### Placed cells, one colour a class, run 1

Scale bar: 20 um.
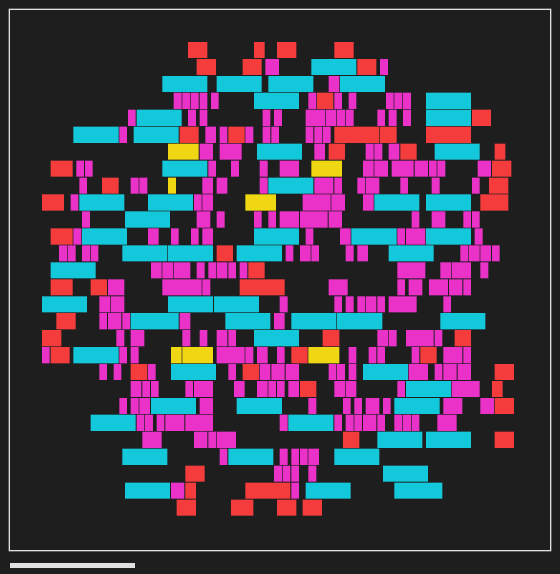
### Floorplan with the power grid, run 1

Pins as bars on the die edge. Tap cells in grey.
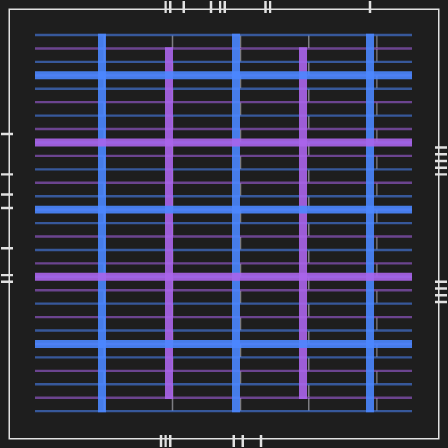
### Gate-type map, run 1

Scale bar: 20 um.
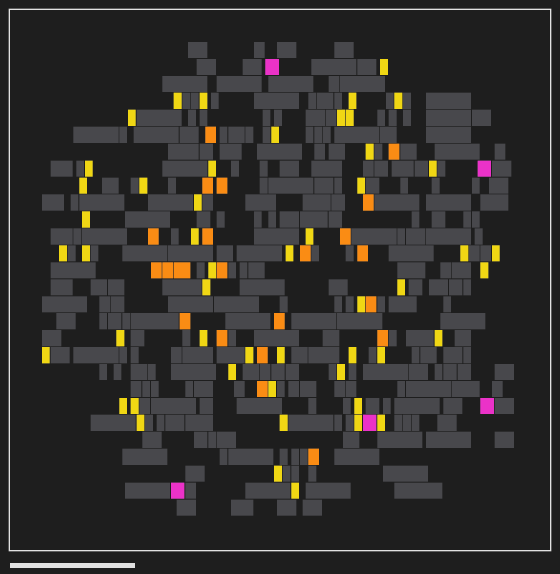
==> config.mk <==
export PLATFORM = sky130hd
export DESIGN_NAME = ctrl_input_conditioner
export DESIGN_NICKNAME = d
export VERILOG_FILES = /design/src/rtl/ctrl_input_conditioner.sv
export SDC_FILE = /design/constraint.sdc
export NUM_CORES = 1
export LEC_CHECK = 0
export ABC_AREA = 1
export CORE_MARGIN = 5
export CORE_UTILIZATION = 40
export CTS_CLUSTER_SIZE = 30
export DETAILED_ROUTE_END_ITERATION = 16
export PLACE_DENSITY = 0.58
export SLEW_MARGIN = 20
export SYNTH_ARGS = -nofsm -noshare
export SYNTH_HDL_FRONTEND = slang
export SYNTH_SLANG_ARGS = --single-unit
==> constraint.sdc <==
create_clock -name clk -period 1.45 [get_ports clk]
set_input_delay 0.29 -clock clk [delete_from_list [all_inputs] [get_ports clk]]
set_output_delay 0.29 -clock clk [all_outputs]
set_load 0.01 [all_outputs]
==> reports/metrics.json, run 1 <==
{
  "synth_cell_types": 25,
  "largest_area_cell": "sky130_fd_sc_hd__dfxtp_1",
  "path_depth": 2,
  "timing_worst_slew_pin_value_ns": 0.2278,
  "grt_start_max_net_pins": 20,
  "globalRoute.totalOverflow": 0,
  "drtPass1Iterations": 4,
  "worst_min_delay_path_class": "flip-flop to flip-flop",
  "comb-power_mw": 0.135,
  "maxPowerGroup": "sequential cells",
  "area_growth_syn_to_layout_pct": 25.01,
  "clock_buffers": 6,
  "p_switching_mw": 0.5433,
  "pwr.group.sequential_mw": 1.56,
  "crit_chain": "or2_2 -> buf_2",
  "wire_per_inst_um": 10.26,
  "design_power_total_mw": 2.497,
  "area_share_nonclk_buffers": 0.1584,
  "critical_path.n_buffers_inverters": 1,
  "run_status": "finished, final reports clean",
  "postRouteWirelength_mm": 4.362,
  "xor_share": 0.05961,
  "vias_per_cell": 4.440,
  "synthesis.instances": 299
}
## Picture notes: 'Placed cells, one colour a class'
- cyan: sequential cells (cells 56)
- red: remaining buffers and delay cells (cells 51)
- yellow: clock drivers and dummy loads (cells 7)
- magenta: combinational and other logic (cells 236)
post-layout util: 0.5054
post-route cell area: 2939 um2
proportion of cell area occupied by registers: 0.3823
standard-cell row count: 28

## Picture notes: 'Floorplan with the power grid'
- blue: VSS
- purple: VDD
- signal pins: 31
- met5 straps: 5
- tap cells: 75
- met4 straps: 5
width of the die: 86.67 um
standard cell core area: 5816 um2

## Picture notes: 'Gate-type map'
- magenta: and/or cells (cells 5)
- yellow: inv cells (cells 50)
- orange: aoi and oai cells (cells 22)
Post-Layout Cell Count: 425
Comb/total area: 0.3372

## Run 2: what changed since run 1
--- a/config.mk
+++ b/config.mk
@@ -10,8 +10,8 @@
 export CORE_UTILIZATION = 40
 export CTS_CLUSTER_SIZE = 30
 export DETAILED_ROUTE_END_ITERATION = 16
+export GPL_ROUTABILITY_DRIVEN = 1
 export PLACE_DENSITY = 0.58
-export SLEW_MARGIN = 20
 export SYNTH_ARGS = -nofsm -noshare
 export SYNTH_HDL_FRONTEND = slang
 export SYNTH_SLANG_ARGS = --single-unit
### Floorplan with the power grid, run 2

Pins as bars on the die edge. Tap cells in grey.
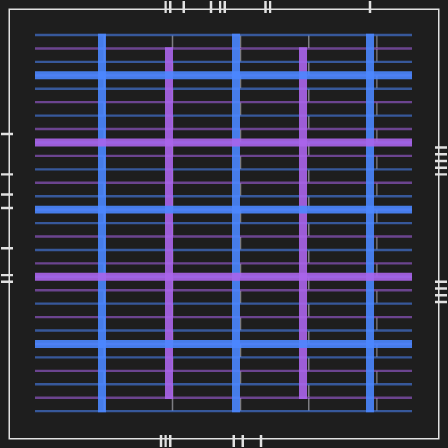
- blue: VSS
- purple: VDD
- tap cells: 75
- met5 straps: 5
- met1 rails: 29
- signal pins: 31
die boundary height: 86.67 um
worst voltage drop across the vdd grid: 0.4250 mV

==> reports/metrics.json, run 2 <==
{
  "run_status": {"value": "finished, final reports clean", "change": "unchanged"},
  "detailroute.wirelength.met3": {"value": 136, "unit": "um", "change": "unchanged"},
  "synth_cell_types": {"value": 25, "change": "unchanged"},
  "cp_slowest_stage_delay": {"value": 0.33, "unit": "ns", "change": "about the same"},
  "critical_path.n_buffers_inverters": {"value": 1, "change": "unchanged"},
  "met1Wirelength": {"value": 2.162, "unit": "mm", "change": "unchanged"},
  "path_depth": {"value": 2, "change": "unchanged"},
  "worst_min_delay_path_class": {"value": "flip-flop to flip-flop", "change": "unchanged"},
  "drt_drc_violations_left": {"value": 0, "change": "unchanged"},
  "drtPass1Iterations": {"value": 4, "change": "unchanged"},
  "fmaxAchievable": {"value": 0.7491, "unit": "GHz", "change": "unchanged"},
  "grt_antenna_before_repair": {"value": 0, "change": "unchanged"},
  "layoutNonFillerInstCount": {"value": 425, "change": "unchanged"},
  "p_switching": {"value": 0.5433, "unit": "mW", "change": "unchanged"},
  "pwr.group.sequential": {"value": 1.56, "unit": "mW", "change": "about the same"},
  "hold_viol_final": {"value": 0, "change": "unchanged"},
  "area_growth_syn_to_layout": {"value": 25.01, "unit": "%", "change": "unchanged"},
  "synth.cellmix.adderShare": {"value": 0.04258, "change": "unchanged"},
  "first_pass_grt_wire_length": {"value": 7.665, "unit": "mm", "change": "unchanged"},
  "rows": {"value": 28, "change": "unchanged"},
  "gp_congestion": {"value": 0.7589, "change": "unchanged"},
  "wire_per_inst": {"value": 10.26, "unit": "um", "change": "unchanged"},
  "buffers_excl_clock": {"value": 51, "change": "unchanged"},
  "comb-power": {"value": 0.135, "unit": "mW", "change": "about the same"},
  "xor_share": {"value": 0.05961, "change": "unchanged"},
  "comb-cell-share": {"value": 0.3372, "change": "unchanged"},
  "area_share_nonclk_buffers": {"value": 0.1584, "change": "unchanged"},
  "global_route.usage.met1": {"value": 0.1605, "change": "unchanged"},
  "power.share.combinational": {"value": 0.054, "change": "about the same"},
  "synthesis.instances": {"value": 299, "change": "unchanged"},
  "sh_seq_area": {"value": 0.3823, "change": "unchanged"},
  "synth.top_cell.area_share": {"value": 0.4768, "change": "unchanged"},
  "largest_area_cell": {"value": "sky130_fd_sc_hd__dfxtp_1", "change": "unchanged"},
  "worst_case_hold_slack": {"value": 0.4175, "unit": "ns", "change": "unchanged"},
  "post_route_cell_area": {"value": 2939, "unit": "um2", "change": "unchanged"},
  "postRouteWirelength": {"value": 4.362, "unit": "mm", "change": "unchanged"},
  "post-route-min-period": {"value": 1.335, "unit": "ns", "change": "unchanged"},
  "timing_worst_slew_pin_value": {"value": 0.2278, "unit": "ns", "change": "unchanged"},
  "core_area": {"value": 5816, "unit": "um2", "change": "unchanged"},
  "layout.core_utilization": {"value": 0.5054, "change": "unchanged"},
  "globalRoute.busiestLayer": {"value": "met2", "change": "unchanged"},
  "grt_start_max_net_pins": {"value": 20, "change": "unchanged"},
  "clock_buffers": {"value": 6, "change": "unchanged"},
  "fp.dieW": {"value": 86.67, "unit": "um", "change": "unchanged"},
  "globalRoute.totalOverflow": {"value": 0, "change": "unchanged"},
  "maxPowerGroup": {"value": "sequential cells", "change": "unchanged"},
  "crit_chain": {"value": "or2_2 -> buf_2", "change": "unchanged"}
}
Power figures rest on the tool's default switching activity, not on a simulated workload.
